### Signal wires on met1, run 1

Scale bar: 200 µm. Supply wires on this layer in grey.
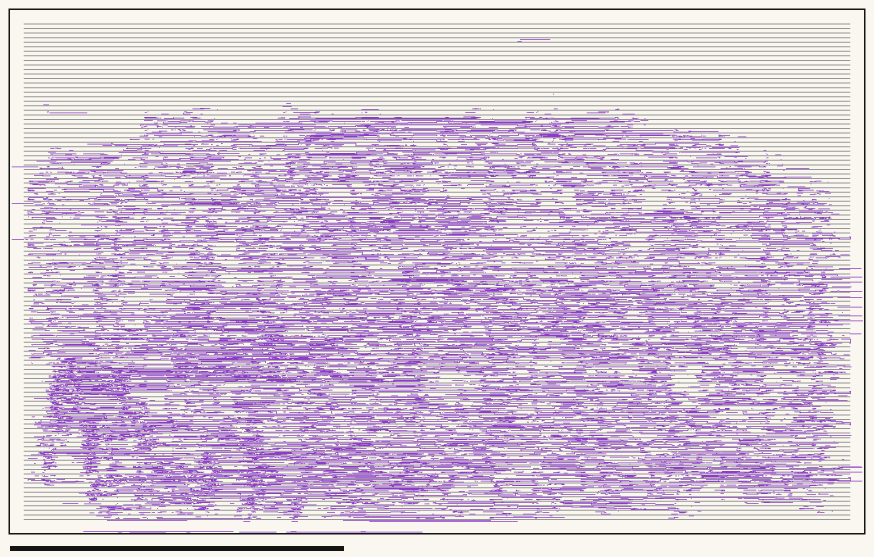
### M2 wires, run 1

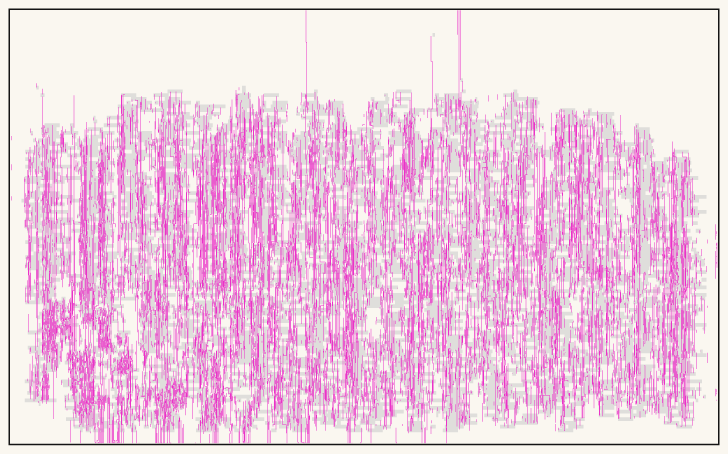
### Met3 routing, run 1

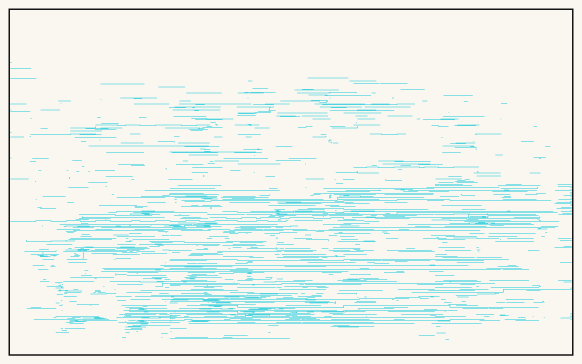
### M4 wires, run 1

Scale bar: 200 µm. Supply wires on this layer in grey.
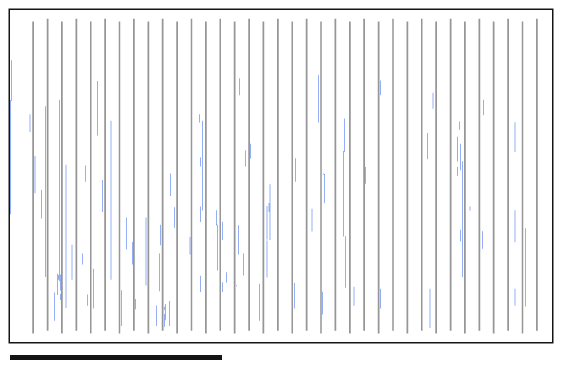
Design rx_subcarrier_extract, sky130hd; sources not shown.
==> flow_summary.yaml <==
# yosys + openroad results
global_routing:
  overflow: 0
  grt_pass1_vias: 33800
  grt_max_degree: 72
  grt_busiest_layer: "met1"
  grt_usage_pct: 21.4
  grt_pass1_wl_um: 245000
  antenna_found_initial: 15
setup_path:
  required_ns: 5.52
  critPathCaptureType: "output pin"
  path_max_fanout: 59
  arrival_ns: 5.17
  path_class: "flop to output pin"
  r2r_slack_ns: 1.93
  reg2reg_depth: 9
  worst_setup_path_start_kind: "flop"
logic_synthesis:
  yosys_cells: 2864
  avgSynthCellArea_um2: 22.1
  ys_types: 77
  ys.flops: 1604
  edf_count: 1536
  synthesis.nets: 2920
  netlist_instances: 2864
  async_flop_share_pct: 4.24
  ff_type: "edfxtp_1"
  yosys_area_mm2: 0.0632
  synthesis.area_mm2: 0.0632
  ys_warn_count: 0
  ys_seq_share_pct: 75.7
timing:
  maxSlewHeadroom_pct: 7.67
  maxSlewViolCount: 0
  clock_skew_ns: 0.0830
  setup-violations-final: 0
  fin_setup_tns_ns: 0
  worst_slack_ns: 0.355
  fin_crit_ns: 6.55
  hold_violations: 0
  timing.final.crit_share_pct: 94.9
  rsz0062_at_grt: "no"
  worst_slew_pin_slew_ns: 1.38
  max_freq_ghz: 0.153
  fin_hold_ws_ns: 0.387
cts:
  path_clk_slew_ns: 0.08
  numCtsBuffers: 367
  worst_skew_pair.late_latency_ns: 1.26
  h-tree-depth: 5
  root_buffer: "clkbuf_4"
  holdBufCountCts: 0
  cts_buffer_depth: 4
  tritoncts: "yes"
  cts_setup_buffers: 0
  cts_resized: 0
  cts.sinks: 1604
run:
  warning_count: 41
  drv_cap: 0
power:
  power.total_mw: 18.3
  internal-power_mw: 14.4
  netSwitchingPower_mw: 3.92
  p_leak_nw: 22.2
  switching_share_pct: 21.4
  max-vdd-ir-drop_mv: 0.157
  p_seq_share_pct: 58.2
  power_density_mw_per_mm2: 255
  combPwrFrac_pct: 1.8
  clkPwrFrac_pct: 40.0
floorplan:
  rows: 109
  fp.dieH_um: 313
  fp-utilization_pct: 43.1
  die_area_mm2: 0.160
  coreArea_mm2: 0.147
  fp.dieW_um: 511
  ios: 125
detailed_routing:
  drc_errors: 0
  viasPerCell: 5.98
  routedWlPerCell_um: 31.5
  drtPass1Iterations: 5
  drt-initial-drc-count: 4528
  drtAntennaViolNets: 0
cells_and_area:
  nNetsFinal: 3383
  final_cell_mix: "edfxtp_1, clkbuf_4, mux4_2, buf_4, clkdlybuf4s50_1"
  area_growth_pct: 13.9
  utilization_pct: 49.1
  largest_reg_flops: 1536
  lay_top_count: "edfxtp_1"
  drive_above_1_share_pct: 36.2
placed_design:
  pre_cts_ws_ns: 1.54
  dp_hpwl_um: 99000
  io_buffer_count: 124
  gp_congestion: 0.830
outcome:
  status: "finished clean"
worst_hold_path:
  hold_class: "input port to asynchronous set/reset pin"
## Picture notes: 'Signal wires on met1'
wire length on this layer: 72.6 mm
share of all routed wire: 42%
longest straight run: 142 µm
vias: 33.0k
met1 usage: 31.1%
final wirelength: 174000 µm

## Picture notes: 'M2 wires'
wire length on this layer: 74.6 mm
share of all routed wire: 43%
longest straight run: 98.3 µm
nets with wire on the layer: 3060
met2 usage in global routing: 30.2%

## Picture notes: 'Met3 routing'
wire length on this layer: 23.7 mm
share of all routed wire: 14%
main direction: horizontal
longest straight run: 361 µm
nets with wire on the layer: 400
met3 GRT Util: 8.25%

## Picture notes: 'M4 wires'
main direction: vertical
nets with wire on the layer: 59
share of all routed wire: 1.6%
wire length on this layer: 2740 µm
longest straight run: 171 µm

## run 1: routing by layer
layer	vias up	wire, µm	share of wire [%]
met4	4	2740	1.6
li1	13300	-	-
met5	-	27	0.016
met2	2003	74600	43
met3	210	23700	14
met1	17500	72600	42
## run 1: per-stage QoR
step,instances,instance area (µm²)
2_1_floorplan,2864,63200
3_3_place_gp,4900,67500
3_5_place_dp,4900,67500
4_1_cts,5512,72000
5_1_grt,5515,72000
6_report,5522,72000
## run 1: worst max-delay path: stages, from the launching register on
cell and delay, ns:
dfrtp_4 0.88, buf_12 0.44, buf_12 0.46, mux4_2 0.57, mux4_2 0.50, o21ai_0 0.27
a21oi_1 0.15, clkdlybuf4s50_1 0.50
## run 1: cells by family (layout without fill, tap and decap cells)
logic type	count (synthesis)	after routing	synth area share, %
muxes	514	514	17.6
buffers and inverters	183	889	1.29
adders and majority gates	19	19	0.376
and+or+nand+nor	290	290	2.31
other	1	11	0.00593
DFF	1604	1604	75.7
AOI/OAI and AO/OA	225	225	2.33
xor gates and xnor gates	28	28	0.400
## run 1: layout make-up
cell class              count  area, µm²
diodes                     10       25.0
clock buffers             540       4050
clock inverters            72        389
fillers                 11700      74600
inverters                  21       78.8
multi-input cells        1077      14900
flip-flops and latches   1604      47900
well taps                1942       2430
repair buffers            256       2300
## run 1: synth_stat cells, types with 12 or more instances
master    number  share of area, %
a31oi_1       15              0.15
nand2_1       84              0.50
dfrtp_1       61               2.4
buf_2         59              0.47
xnor2_1       17              0.24
mux2i_1       33              0.52
nor4_1        13              0.13
o22ai_1       12              0.12
edfxtp_1    1536                73
nor3_1        58              0.46
a21oi_1       59              0.47
nand3_1       24              0.19
o21ai_0       75              0.59
inv_1         21              0.12
ha_1          19              0.38
mux4_2       480                17
nor2_1        49              0.29
clkbuf_1      84              0.50
## run 1: power groups by stage
stage	clock network, mW	logic, mW	registers [mW]
finish	7.34	0.332	10.7
global route	7.97	0.350	10.7
CTS	7.51	0.325	10.7
detailed placement	0	0.325	10.9
global placement	0	0.303	10.9
floorplan	0	0.0622	10.9
Power figures rest on the tool's default switching activity, not on a simulated workload.
